`src/rtl/sram_arb_pkg.sv`:
```
// Shared types and helpers for the SRAM port arbiter.
// Holds the FSM state type and the rotating-priority search.
package sram_arb_pkg;

    localparam int ADDR_W_DEF = 20;
    localparam int DATA_W_DEF = 16;

    typedef enum logic [1:0] {
        S_IDLE,
        S_GRANT,
        S_TURN
    } state_t;

    // Lowest offset from the start index wins; start is ptr+1 in rr mode.
    function automatic int rr_pick(
        input logic [7:0] elig,
        input int         ptr,
        input logic       rr_en,
        input int         n
    );
        int start;
        int k;
        rr_pick = 0;
        start   = rr_en ? (ptr + 1) % n : 0;
        for (int i = 7; i >= 0; i--) begin
            k = (start + i) % n;
            if (i < n && elig[k]) rr_pick = k;
        end
    endfunction

endpackage

```
`src/rtl/sram_port_arbiter_rr_select.sv`:
```
// Combinational rotating-priority picker.
// Produces a one-hot winner and its index from the eligible set.
module rr_select
    import sram_arb_pkg::*;
#(
    parameter int N     = 4,
    parameter int IDX_W = 2
) (
    input  logic [N-1:0]     eligible,
    input  logic [IDX_W-1:0] ptr,
    input  logic             rr_en,
    output logic [N-1:0]     winner,
    output logic [IDX_W-1:0] idx
);

    always_comb begin
        idx    = IDX_W'(rr_pick(8'(eligible), int'(ptr), rr_en, N));
        winner = (|eligible) ? (N'(1) << idx) : '0;
    end

endmodule

```
`src/rtl/sram_port_arbiter.sv`:
```
// N-client arbiter for the shared async SRAM: grant/done handshake,
// hold watchdog, turnaround cycle and registered read return.
module sram_port_arbiter
    import sram_arb_pkg::*;
#(
    parameter int N_CLIENTS = 4,
    parameter int ADDR_W    = ADDR_W_DEF,
    parameter int DATA_W    = DATA_W_DEF,
    parameter int MAX_HOLD  = 16
) (
    input  logic                        i_clk,
    input  logic                        i_rst_n,
    input  logic                        i_rr_en,
    input  logic [N_CLIENTS-1:0]        i_client_en,
    input  logic [N_CLIENTS-1:0]        i_req,
    input  logic [N_CLIENTS-1:0]        i_done,
    input  logic [N_CLIENTS*ADDR_W-1:0] i_addr,
    input  logic [N_CLIENTS-1:0]        i_we_n,
    input  logic [N_CLIENTS*DATA_W-1:0] i_wdata,
    output logic [N_CLIENTS-1:0]        o_gnt,
    output logic [DATA_W-1:0]           o_rdata,
    output logic [N_CLIENTS-1:0]        o_rvalid,
    output logic [N_CLIENTS-1:0]        o_err_timeout,
    input  logic                        i_clr_err,
    output logic [ADDR_W-1:0]           o_sram_addr,
    output logic                        o_sram_we_n,
    output logic [DATA_W-1:0]           o_sram_wdata,
    output logic                        o_sram_dq_oe,
    input  logic [DATA_W-1:0]           i_sram_rdata
);

    localparam int IDX_W  = $clog2(N_CLIENTS);
    localparam int HOLD_W = $clog2(MAX_HOLD);

    state_t               state;
    logic [IDX_W-1:0]     ptr;
    logic [IDX_W-1:0]     gidx;
    logic [IDX_W-1:0]     win_idx;
    logic [N_CLIENTS-1:0] eligible;
    logic [N_CLIENTS-1:0] win;
    logic [N_CLIENTS-1:0] err_base;
    logic [HOLD_W-1:0]    hold;
    logic [ADDR_W-1:0]    addr_q;
    logic [ADDR_W-1:0]    g_addr;
    logic [DATA_W-1:0]    wdata_q;
    logic [DATA_W-1:0]    g_wdata;
    logic                 g_we_n;
    logic                 in_grant;
    logic                 release_g;
    logic                 hold_max;

    assign eligible = i_req & i_client_en;

    rr_select #(
        .N     (N_CLIENTS),
        .IDX_W (IDX_W)
    ) u_sel (
        .eligible (eligible),
        .ptr      (ptr),
        .rr_en    (i_rr_en),
        .winner   (win),
        .idx      (win_idx)
    );

    assign g_addr    = i_addr[int'(gidx)*ADDR_W +: ADDR_W];
    assign g_wdata   = i_wdata[int'(gidx)*DATA_W +: DATA_W];
    assign g_we_n    = i_we_n[gidx];
    assign in_grant  = (state == S_GRANT);
    // Dropping req or enable mid-grant releases the bus like done.
    assign release_g = i_done[gidx] | ~eligible[gidx];
    assign hold_max  = (hold == HOLD_W'(MAX_HOLD - 1));
    assign err_base  = i_clr_err ? '0 : o_err_timeout;

    assign o_sram_addr  = in_grant ? g_addr : addr_q;
    assign o_sram_wdata = in_grant ? g_wdata : wdata_q;
    assign o_sram_dq_oe = in_grant & ~g_we_n;
    assign o_sram_we_n  = ~(in_grant & ~g_we_n);

    always_ff @(posedge i_clk or negedge i_rst_n) begin
        if (!i_rst_n) begin
            state         <= S_IDLE;
            ptr           <= '0;
            gidx          <= '0;
            hold          <= '0;
            o_gnt         <= '0;
            o_rdata       <= '0;
            o_rvalid      <= '0;
            o_err_timeout <= '0;
            addr_q        <= '0;
            wdata_q       <= '0;
        end else begin
            o_rvalid      <= '0;
            o_err_timeout <= err_base;
            unique case (state)
                S_IDLE: begin
                    if (|eligible) begin
                        o_gnt <= win;
                        gidx  <= win_idx;
                        hold  <= '0;
                        if (i_rr_en) ptr <= win_idx;
                        state <= S_GRANT;
                    end
                end
                S_GRANT: begin
                    addr_q  <= g_addr;
                    wdata_q <= g_wdata;
                    if (g_we_n) begin
                        o_rdata  <= i_sram_rdata;
                        o_rvalid <= o_gnt;
                    end
                    if (release_g) begin
                        o_gnt <= '0;
                        state <= S_TURN;
                    end else if (hold_max) begin
                        o_gnt         <= '0;
                        o_err_timeout <= err_base | o_gnt;
                        state         <= S_TURN;
                    end else begin
                        hold <= hold + 1'b1;
                    end
                end
                S_TURN: state <= S_IDLE;
                default: state <= S_IDLE;
            endcase
        end
    end

endmodule

```
`config.mk`:
```
export PLATFORM = sky130hd
export DESIGN_NAME = sram_port_arbiter
export DESIGN_NICKNAME = d
export VERILOG_FILES = /design/src/rtl/sram_arb_pkg.sv /design/src/rtl/sram_port_arbiter_rr_select.sv /design/src/rtl/sram_port_arbiter.sv
export SDC_FILE = /design/constraint.sdc
export NUM_CORES = 1
export LEC_CHECK = 0
export CORE_MARGIN = 10
export CORE_UTILIZATION = 30
export CTS_BUF_LIST = sky130_fd_sc_hd__clkbuf_4 sky130_fd_sc_hd__clkbuf_8
export DETAILED_ROUTE_END_ITERATION = 6
export DONT_BUFFER_PORTS = 1
export GPL_TIMING_DRIVEN = 0
export PLACE_DENSITY_LB_ADDON = 0.05
export SLEW_MARGIN = 5
export SYNTH_ARGS = -nofsm -noshare
export SYNTH_HDL_FRONTEND = slang
export SYNTH_SLANG_ARGS = --single-unit
```
`constraint.sdc`:
```
create_clock -name i_clk -period 2.8 [get_ports i_clk]
set_input_delay 0.56 -clock i_clk [delete_from_list [all_inputs] [get_ports i_clk]]
set_output_delay 0.56 -clock i_clk [all_outputs]
set_load 0.02 [all_outputs]
```
Figure 1. Metal 1.
Supply wires on this layer in grey.
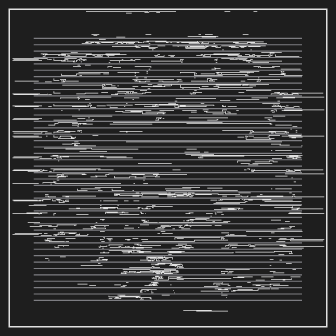
nets with wire on the layer	463
longest straight run	66.2 um
final wirelength: 12800 um
met1 track demand over resource: 0.150
DR vias: 2713

Figure 2. Met2 routing.
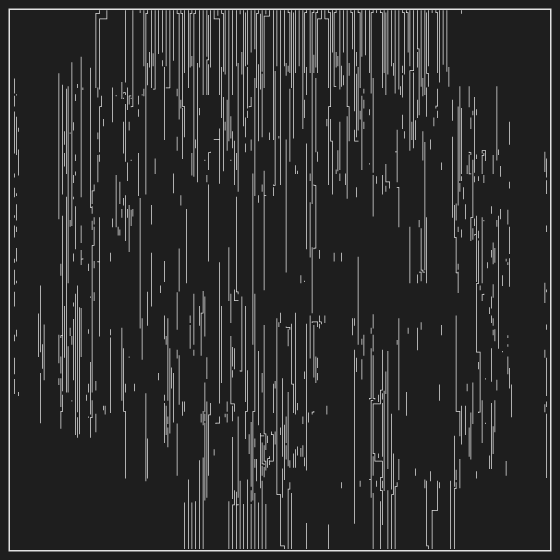
nets with wire on the layer	447
share of all routed wire	50%
wire length on this layer	6380 um
longest straight run	49.0 um
GR Layer Usage met2: 0.224

Figure 3. Signal wires on met3.
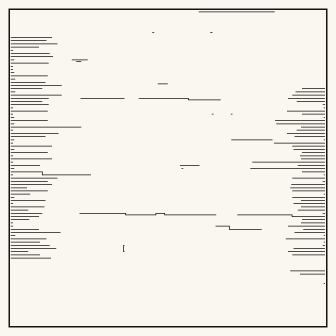
main direction	horizontal
nets with wire on the layer	133
longest straight run	32.0 um
share of all routed wire	12%
wire length on this layer	1580 um
met3 track demand over resource in global routing: 0.0827

==> metrics.log <==
[report] implementation figures
INFO  metric dpl.hpwl = 10300 um
INFO  metric num_antenna_cells = 0
INFO  metric floorplanUtilization = 0.309
INFO  metric cts-root-to-sink-buffers = 2
INFO  metric core-area = 12700 sq um
INFO  metric area_growth_syn_to_layout = 11.6%
INFO  metric timing.final.max_slew_violations = 0
INFO  metric drv_cap = 0
INFO  metric reg2reg_setup_slack = approximately 850 ps
INFO  metric fill_cell_instance_count_of_the_final_layout = 1326
INFO  metric sum_of_negative_setup_slack = 0 ps
INFO  metric layout_worst_path_cycle_share = 0.940
INFO  metric max_clock_freq = roughly 380 MHz
INFO  metric synth.cell_area = roughly 3900 sq um
INFO  metric clk-insertion-delay-late = 370 ps
INFO  metric run_status = finished, final reports clean
INFO  metric ios = 246
INFO  metric wire_length_of_the_first_global_routing_pass = slightly below 20000 um
INFO  metric num_rows = about 41
INFO  metric postRouteAntennaNets = 0
INFO  metric htree_num_levels = 3
INFO  metric power.density = about 1300 nW/um^2
INFO  metric final_layout_top_logic_cells = 113 x nand2_1, 74 x dfrtp_1, 37 x mux4_2, 11 x mux2_1, 11 x clkbuf_8
INFO  metric warning_count = 26
INFO  metric tightestPinTransition = 645 ps
INFO  metric drtPass1Iterations = 4
INFO  metric largest_net_degree_at_the_start_of_global_routing = 75
INFO  metric cts_buffers = 9
INFO  metric syn_inst = 337
INFO  metric timing.hold.worst.class = in2async
INFO  metric tritoncts = yes
INFO  metric critical_path_required = 2240 ps
INFO  metric r2r_end = o_rdata[8]$_DFFE_PN0P_
INFO  metric relSlewSlack = 0.567
INFO  metric leakagePower = between 1.5 and 2 nW
INFO  metric wl_per_cell = 24.4 um
INFO  metric initialDrtViolationCount = 115
INFO  metric die_height = approximately 130 um
INFO  metric postLayoutCellArea = 4390 sq um
INFO  metric post-synth-top-area-cell = dfrtp_1
INFO  metric period_minus_slack = 2630 ps
INFO  metric finalPower = 5.61 mW
INFO  metric worst-endpoint-arrival = 2070 ps
INFO  metric grt_pass1_vias = around 3000
INFO  metric final.hold.worst_slack = between 70 and 80 ps
INFO  metric layout.cells.most_common = nand2_1
-- kinds of logic after synthesis --
group,after synthesis,share of synthesized area
AND/OR/NAND/NOR,148,0.164
flip-flops,74,0.471
multiplexers,55,0.264
AND-OR/OR-AND,32,0.0618
buffers and inverters,24,0.0299
XOR/XNOR,3,0.00669
adder cells (fa/ha/maj),1,0.00318
-- worst max-delay path by stage --
stage	from	end	slack [ps]	cells after the start
6_report	gidx[0]$_DFFE_PN0P_	o_sram_addr[8]	170	6
5_1_grt	gidx[0]$_DFFE_PN0P_	o_sram_addr[2]	4	6
4_1_cts	gidx[0]$_DFFE_PN0P_	o_sram_addr[8]	7	6
3_5_place_dp	gidx[1]$_DFFE_PN0P_	o_sram_addr[16]	240	5
3_3_place_gp	gidx[1]$_DFFE_PN0P_	o_sram_addr[16]	260	5
2_1_floorplan	gidx[0]$_DFFE_PN0P_	o_sram_addr[10]	590	6
-- critical path, stage by stage (launching register included) --
cell and delay [ps]:
dfrtp_1 320, buf_2 200, buf_8 210, buf_6 200, mux4_2 520, nand2_1 80, nand2_1 180
-- through the flow --
stage,cells,setup slack (ps),util
after floorplan,337,591,-
after global placement,509,263,0.326
after detailed placement,509,243,0.326
after CTS,526,7.14,0.343
after global routing,526,4.35,0.345
final,526,167,0.345
-- final cells by class --
type / count / area, sq um / area share
clock inverters: 5 / 35.0 / 0.00799
flip-flops and latches: 74 / 1850 / 0.422
multi-input cells: 239 / 1970 / 0.448
clock buffers: 11 / 151 / 0.0345
plain buffers: 21 / 129 / 0.0294
repair buffers: 1 / 27.5 / 0.00627
well taps: 172 / 215 / 0.0491
inverters: 3 / 11.3 / 0.00257
-- what timing repair did --
action                     in CTS  in global routing
gates resized                   4                  7
hold buffers                    1                  0
setup endpoints to repair      19                 24
buffers inserted                0                  0
hold endpoints to repair       74                  0
-- flip-flops by register name (all words and copies together) (netlist names) --
| register | flops |
|---|---|
| ptr | 2 |
| gidx | 2 |
| state | 2 |
| o_rvalid | 4 |
| o_err_timeout | 4 |
| wdata_q | 16 |
| o_gnt | 4 |
| hold | 4 |
| addr_q | 20 |
| o_rdata | 16 |
-- cells in the mapped netlist --
cell and instances:
nand2_1 115, dfrtp_1 74, mux4_2 37, mux2_1 11, buf_2 7, clkbuf_1 7, mux2_2 7, nor2_1 7
a22o_1 6, a21oi_1 5, nand2b_1 5, and3_1 4, buf_1 4, nor2b_1 4, a31oi_1 3, inv_1 3
o21ai_0 3, o22ai_1 3, o2bb2ai_1 3, xnor2_1 3, a21boi_0 2, and4b_1 2, buf_6 2, nand2_2 2
nand3_1 2, nor3b_1 2, o2111ai_2 2, o21a_1 2, a211oi_1 1, a2bb2oi_1 1, a32o_1 1, and4bb_1 1
buf_4 1, ha_1 1, nand4_1 1, nor4bb_1 1, or2_2 1, or3_4 1
-- power by group --
group	internal, mW	total, mW	switching [mW]
Clock	0.373	0.802	0.428
Sequential	1.53	1.95	0.421
Combinational	1.01	2.86	1.85
-- per-layer routing --
metal  vias up  share of wire  track usage
met1      1318           0.37        0.150
met2       151           0.50        0.224
li1       1233              -            -
met3        11           0.12       0.0827
met5         -              0            0
met4         0          0.014       0.0417
No activity file was given, so power comes from the tool's default toggle rates.
